===== config.mk =====
export PLATFORM = sky130hd
export DESIGN_NAME = g_reg_file_sb_flat
export DESIGN_NICKNAME = d
export VERILOG_FILES = /design/src/rtl/g_reg_file_sb_if.sv /design/src/rtl/g_reg_file_sb.sv /design/src/flat_wrapper.sv
export SDC_FILE = /design/constraint.sdc
export NUM_CORES = 2
export LEC_CHECK = 0
export ABC_CLOCK_PERIOD_IN_PS = 4500
export CELL_PAD_IN_SITES_DETAIL_PLACEMENT = 0
export CELL_PAD_IN_SITES_GLOBAL_PLACEMENT = 2
export CORE_UTILIZATION = 25
export CTS_CLUSTER_DIAMETER = 30
export DETAILED_ROUTE_END_ITERATION = 6
export GPL_ROUTABILITY_DRIVEN = 0
export PLACE_DENSITY = 0.67
export SETUP_SLACK_MARGIN = 0.15
export SYNTH_ARGS = -nofsm -noshare
export SYNTH_HDL_FRONTEND = slang
export SYNTH_SLANG_ARGS = --single-unit

===== constraint.sdc =====
create_clock -name clk -period 4.5 [get_ports clk]
set_clock_uncertainty 0.05 [all_clocks]
set_input_delay 0.675 -clock clk [delete_from_list [all_inputs] [get_ports clk]]
set_output_delay 0.675 -clock clk [all_outputs]
set_load 0.05 [all_outputs]

===== src/rtl/g_reg_file_sb_if.sv =====
// Decode / write-back bundle of the general register file with reservation scoreboard.
// Member names keep their _i/_o suffixes as seen from the register file.
interface g_reg_file_sb_if #(
    parameter int W_OPR = 32,
    parameter int W_RD  = 4,
    parameter int N_WB  = 2
);
    logic [W_RD-1:0]        r0_i;
    logic [W_RD-1:0]        r1_i;
    logic [W_OPR-1:0]       r_opr0_o;
    logic [W_OPR-1:0]       r_opr1_o;
    logic                   reserved0_o;
    logic                   reserved1_o;
    logic                   w_reserve_i;
    logic [W_RD-1:0]        w_reserve_r_i;
    logic                   rsv_full_o;
    logic [N_WB-1:0]        wb_i;
    logic [N_WB*W_RD-1:0]   wb_r_i;
    logic [N_WB*W_OPR-1:0]  result_i;
    logic                   flush_i;
    logic                   err_o;

    modport master (
        output r0_i, r1_i, w_reserve_i, w_reserve_r_i, wb_i, wb_r_i, result_i, flush_i,
        input  r_opr0_o, r_opr1_o, reserved0_o, reserved1_o, rsv_full_o, err_o
    );

    modport slave (
        input  r0_i, r1_i, w_reserve_i, w_reserve_r_i, wb_i, wb_r_i, result_i, flush_i,
        output r_opr0_o, r_opr1_o, reserved0_o, reserved1_o, rsv_full_o, err_o
    );
endinterface


===== src/rtl/g_reg_file_sb.sv =====
// General register file with per-register outstanding-write counters, optional write-back
// bypass onto the two read ports, flush of all reservations and a sticky underflow flag.
module g_reg_file_sb #(
    parameter int W_OPR   = 32,
    parameter int N_REG   = 16,
    parameter int W_RD    = 4,
    parameter int N_WB    = 2,
    parameter int W_CNT   = 2,
    parameter int BYPASS  = 1,
    parameter int ZERO_R0 = 0
) (
    input  logic             clk,
    input  logic             reset,
    g_reg_file_sb_if.slave   bus
);
    // Comparison width wide enough for both the counter and the per-cycle write-back count.
    localparam int W_DEC = $clog2(N_WB + 1);
    localparam int W_CMP = ((W_CNT > W_DEC) ? W_CNT : W_DEC) + 1;
    localparam logic [W_CMP-1:0] CNT_MAX = W_CMP'((1 << W_CNT) - 1);

    logic [W_OPR-1:0] regs_reg [N_REG];
    logic [W_CNT-1:0] cnt_reg  [N_REG];
    logic             err_reg;

    logic [W_RD-1:0]  wb_idx   [N_WB];
    logic [W_OPR-1:0] wb_data  [N_WB];
    logic [W_CMP-1:0] dec      [N_REG];
    logic [W_CMP-1:0] cnt_left [N_REG];
    logic             wr_en    [N_REG];
    logic [W_OPR-1:0] wr_data  [N_REG];
    logic             underflow_any;
    logic             rsv_zero;
    logic             rsv_full;
    logic             rsv_take;

    genvar gi;
    for (gi = 0; gi < N_WB; gi++) begin : g_wb
        assign wb_idx[gi]  = bus.wb_r_i[gi*W_RD +: W_RD];
        assign wb_data[gi] = bus.result_i[gi*W_OPR +: W_OPR];
    end

    // Per register: how many ports hit it, which data wins (highest port), and the drained count.
    always_comb begin
        underflow_any = 1'b0;
        for (int r = 0; r < N_REG; r++) begin
            dec[r]      = '0;
            wr_en[r]    = 1'b0;
            wr_data[r]  = regs_reg[r];
            cnt_left[r] = '0;
            for (int k = 0; k < N_WB; k++) begin
                if (bus.wb_i[k] && (wb_idx[k] == W_RD'(r)) && !((ZERO_R0 != 0) && (r == 0))) begin
                    dec[r]     = dec[r] + W_CMP'(1);
                    wr_en[r]   = 1'b1;
                    wr_data[r] = wb_data[k];
                end
            end
            if (dec[r] > W_CMP'(cnt_reg[r])) begin
                underflow_any = 1'b1;
            end else begin
                cnt_left[r] = W_CMP'(cnt_reg[r]) - dec[r];
            end
        end
    end

    // Fullness is judged after this cycle's write-backs drain the counter.
    assign rsv_zero = (ZERO_R0 != 0) && (bus.w_reserve_r_i == '0);
    assign rsv_full = bus.w_reserve_i && !rsv_zero && (cnt_left[bus.w_reserve_r_i] == CNT_MAX);
    assign rsv_take = bus.w_reserve_i && !rsv_zero && !rsv_full && !bus.flush_i;

    always_ff @(posedge clk or negedge reset) begin
        if (!reset) begin
            for (int r = 0; r < N_REG; r++) begin
                regs_reg[r] <= '0;
                cnt_reg[r]  <= '0;
            end
            err_reg <= 1'b0;
        end else begin
            for (int r = 0; r < N_REG; r++) begin
                if (wr_en[r]) begin
                    regs_reg[r] <= wr_data[r];
                end
                if (bus.flush_i) begin
                    cnt_reg[r] <= '0;
                end else begin
                    cnt_reg[r] <= W_CNT'(cnt_left[r] +
                        ((rsv_take && (bus.w_reserve_r_i == W_RD'(r))) ? W_CMP'(1) : W_CMP'(0)));
                end
            end
            if (underflow_any && !bus.flush_i) begin
                err_reg <= 1'b1;
            end
        end
    end

    for (gi = 0; gi < 2; gi++) begin : g_rd
        logic [W_RD-1:0]  idx;
        logic [W_OPR-1:0] opr;
        logic             rsv;

        assign idx = (gi == 0) ? bus.r0_i : bus.r1_i;

        // wr_data already falls back to the stored value when nothing is written this cycle.
        always_comb begin
            opr = (BYPASS != 0) ? wr_data[idx] : regs_reg[idx];
            rsv = (BYPASS != 0) ? (W_CMP'(cnt_reg[idx]) > dec[idx]) : (cnt_reg[idx] != '0);
            if ((ZERO_R0 != 0) && (idx == '0)) begin
                opr = '0;
                rsv = 1'b0;
            end
        end
    end

    assign bus.r_opr0_o    = g_rd[0].opr;
    assign bus.r_opr1_o    = g_rd[1].opr;
    assign bus.reserved0_o = g_rd[0].rsv;
    assign bus.reserved1_o = g_rd[1].rsv;
    assign bus.rsv_full_o  = rsv_full;
    assign bus.err_o       = err_reg;
endmodule


===== src/flat_wrapper.sv =====
// flat-port wrapper written by rule: the top's interface ports become plain ports
module g_reg_file_sb_flat 
#(
    parameter int W_OPR   = 32,
    parameter int N_REG   = 16,
    parameter int W_RD    = 4,
    parameter int N_WB    = 2,
    parameter int W_CNT   = 2,
    parameter int BYPASS  = 1,
    parameter int ZERO_R0 = 0
)
  (clk, reset, bus_r0_i, bus_r1_i, bus_w_reserve_i, bus_w_reserve_r_i, bus_wb_i, bus_wb_r_i, bus_result_i, bus_flush_i, bus_r_opr0_o, bus_r_opr1_o, bus_reserved0_o, bus_reserved1_o, bus_rsv_full_o, bus_err_o);
  g_reg_file_sb_if #(.W_OPR(W_OPR), .W_RD(W_RD), .N_WB(N_WB)) bus_i ();
  input  logic clk;
  input  logic reset;
  input wire logic [$bits(bus_i.r0_i)-1:0] bus_r0_i;
  input wire logic [$bits(bus_i.r1_i)-1:0] bus_r1_i;
  input wire logic [$bits(bus_i.w_reserve_i)-1:0] bus_w_reserve_i;
  input wire logic [$bits(bus_i.w_reserve_r_i)-1:0] bus_w_reserve_r_i;
  input wire logic [$bits(bus_i.wb_i)-1:0] bus_wb_i;
  input wire logic [$bits(bus_i.wb_r_i)-1:0] bus_wb_r_i;
  input wire logic [$bits(bus_i.result_i)-1:0] bus_result_i;
  input wire logic [$bits(bus_i.flush_i)-1:0] bus_flush_i;
  output wire logic [$bits(bus_i.r_opr0_o)-1:0] bus_r_opr0_o;
  output wire logic [$bits(bus_i.r_opr1_o)-1:0] bus_r_opr1_o;
  output wire logic [$bits(bus_i.reserved0_o)-1:0] bus_reserved0_o;
  output wire logic [$bits(bus_i.reserved1_o)-1:0] bus_reserved1_o;
  output wire logic [$bits(bus_i.rsv_full_o)-1:0] bus_rsv_full_o;
  output wire logic [$bits(bus_i.err_o)-1:0] bus_err_o;
  assign bus_i.r0_i = bus_r0_i;
  assign bus_i.r1_i = bus_r1_i;
  assign bus_i.w_reserve_i = bus_w_reserve_i;
  assign bus_i.w_reserve_r_i = bus_w_reserve_r_i;
  assign bus_i.wb_i = bus_wb_i;
  assign bus_i.wb_r_i = bus_wb_r_i;
  assign bus_i.result_i = bus_result_i;
  assign bus_i.flush_i = bus_flush_i;
  assign bus_r_opr0_o = bus_i.r_opr0_o;
  assign bus_r_opr1_o = bus_i.r_opr1_o;
  assign bus_reserved0_o = bus_i.reserved0_o;
  assign bus_reserved1_o = bus_i.reserved1_o;
  assign bus_rsv_full_o = bus_i.rsv_full_o;
  assign bus_err_o = bus_i.err_o;
  g_reg_file_sb #(.W_OPR(W_OPR), .N_REG(N_REG), .W_RD(W_RD), .N_WB(N_WB), .W_CNT(W_CNT), .BYPASS(BYPASS), .ZERO_R0(ZERO_R0)) u_core (.clk(clk), .reset(reset), .bus(bus_i));
endmodule

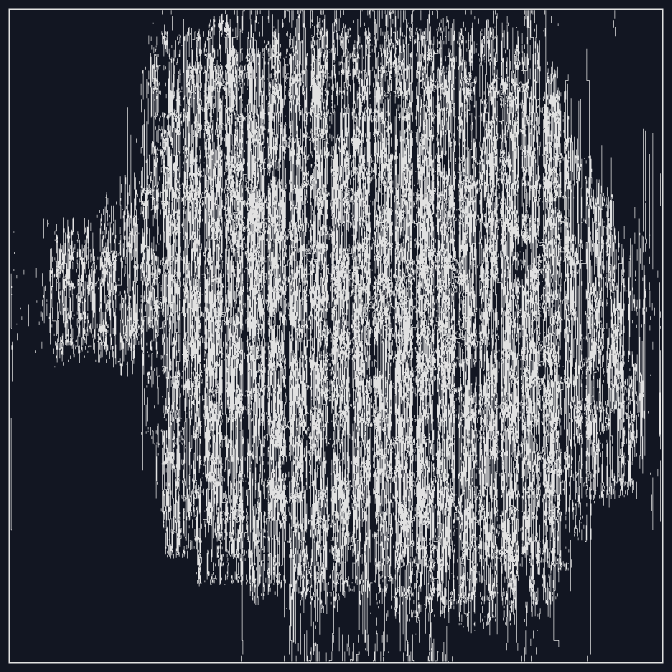
(images/met2.png)
longest straight run	126 um
main direction	vertical
wire length on this layer	128 mm
nets with wire on the layer	5333

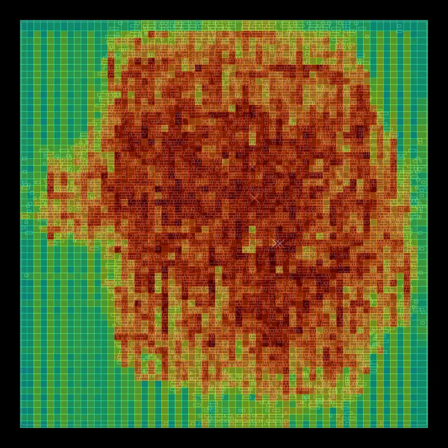
(images/final_congestion.png)
drt wl/cell: 35.8 um
Top Usage Layer GRT: met2
met3 usage: 13.6%
GRT Util Overall: 35.2%

==> impl_metrics.tcl <==
# implementation run metrics
set metrics [dict create \
    critical_path.slowest_cell "fa_1" \
    fin_nets 6638 \
    p_leak_nw 26.7 \
    netlist_area_um2 43200 \
    vias 56100 \
    setup_viol 2 \
    tightest_slew_ns 1.15 \
    crit_fanout 6 \
    die_area_um2 175000 \
    cpPeakStageDelay_ns 0.50 \
    highest_layer "met5" \
    preCtsSetupSlack_ns -0.768 \
    fp_util_pct 25.2 \
    ctsResizeCount 236 \
    finalHoldViolations 0 \
    synthAdderAreaFrac_pct 2.59 \
    reg2reg_slack_ns 0.99 \
    violations "DRC, setup timing" \
    edf_count 0 \
    aoi_share_pct 31.7 \
    overflow 0 \
    powerSeq_mw 6.05 \
    comb_cell_power_mw 7.04 \
    dpl-instance-area_um2 54500 \
    ff2ff_path_depth 16 \
    combPwrFrac_pct 26.3 \
    cts_num_sinks 545 \
    fill_cells 17600 \
    pwr-share-seq_pct 22.6 \
    clkLatencyLatePin_ns 0.87 \
    synth_seq_share_pct 31.6 \
    largest_reg_flops 512 \
    hold_buffers 1 \
    hpwl_um 218000 \
    status "finished with violations" \
    rsz0062_at_grt "yes" \
    finalCriticalPeriod_ns 4.71 \
    timing.fmax_mhz 212 \
    flop_area_um2 13600 \
    synthMuxAreaShare_pct 7.31 \
    cp-start-kind "primary input" \
    setup_ws_ns -0.214 \
    fin_area_um2 63800 \
    reg2reg_to "u_core.cnt_reg[19]" \
    route.detailed.drc 15 \
    top_power_group "clock" \
    synthArstFlopShare_pct 100 \
    maxCapViolations 0 \
    cp.depth 15 \
]
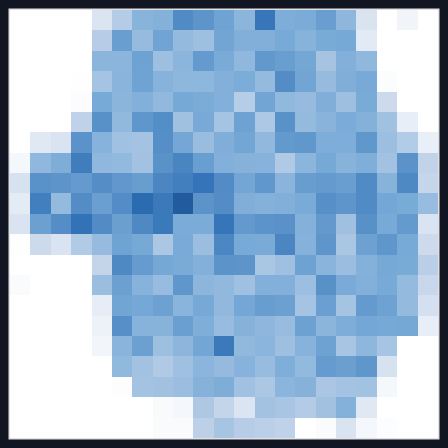
(images/density.png)
The die is cut into 21 by 21 equal tiles; white is low, dark blue is high, 0 to 100% covered.
densest ninth of the die	middle
emptiest ninth of the die	bottom left
mean over tiles	35%
nearly empty tiles	22%
tiles over 75% full	0.50%
fullest tile	82%

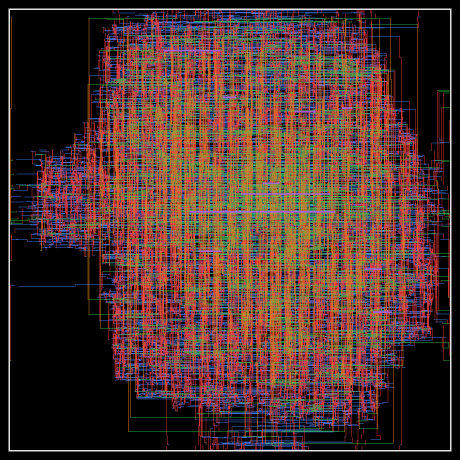
(images/metal_stack.png)
color	layer	wire length
purple	met5	375 um
green	met3	43.1 mm
red	met2	128 mm
blue	met1	116 mm
orange	met4	33.3 mm

==> through the flow <==
step | power (mW) | hold slack, ns
6_report | 26.8 | 0.357
5_1_grt | 27.4 | 0.346
4_1_cts | 26.3 | 0.320
3_5_place_dp | 12.5 | 0.415
3_3_place_gp | 12.4 | 0.404
2_1_floorplan | 9.16 | 0.329
==> cells in the mapped netlist, types with 15 or more instances <==
cell type / instances / area [um2]
nor3_1: 184 / 921
mux2i_1: 122 / 1220
nor2b_1: 52 / 325
and3_1: 16 / 100
o21ai_0: 677 / 3390
a32oi_1: 50 / 438
nand2_1: 823 / 3090
buf_2: 142 / 711
a221oi_1: 44 / 385
a21boi_0: 48 / 360
nand2b_1: 16 / 100
o211ai_1: 18 / 135
a21o_1: 36 / 270
nor2_1: 517 / 1940
a22oi_1: 163 / 1220
or4_1: 15 / 113
clkbuf_1: 469 / 1760
and2_1: 30 / 188
a211oi_1: 62 / 465
o32ai_1: 15 / 131
ha_1: 64 / 801
xor2_1: 16 / 140
o31ai_1: 49 / 368
a21oi_1: 255 / 1280
mux4_2: 41 / 923
a31oi_1: 227 / 1420
a221o_1: 46 / 460
nand3_1: 135 / 676
o22ai_1: 234 / 1460
o31a_1: 16 / 140
nor4_1: 24 / 150
fa_1: 16 / 320
dfrtp_1: 545 / 13600
inv_1: 90 / 338
a22o_1: 23 / 201
o221ai_1: 39 / 342
or3_1: 17 / 106
o22a_1: 20 / 175
buf_1: 58 / 218
o21ai_1: 24 / 120
mux2_2: 90 / 1010
==> area by class of cell <==
class | instances | area share [%]
clock inverter | 75 | 1.51
tap | 2310 | 4.53
antenna | 10 | 0.0392
clock buffer | 283 | 8.98
sequential | 545 | 21.4
multi-input combinational | 4402 | 44.1
timing repair buffer | 1227 | 18.9
inverter | 100 | 0.620
Power is estimated from default activity; no workload was simulated.
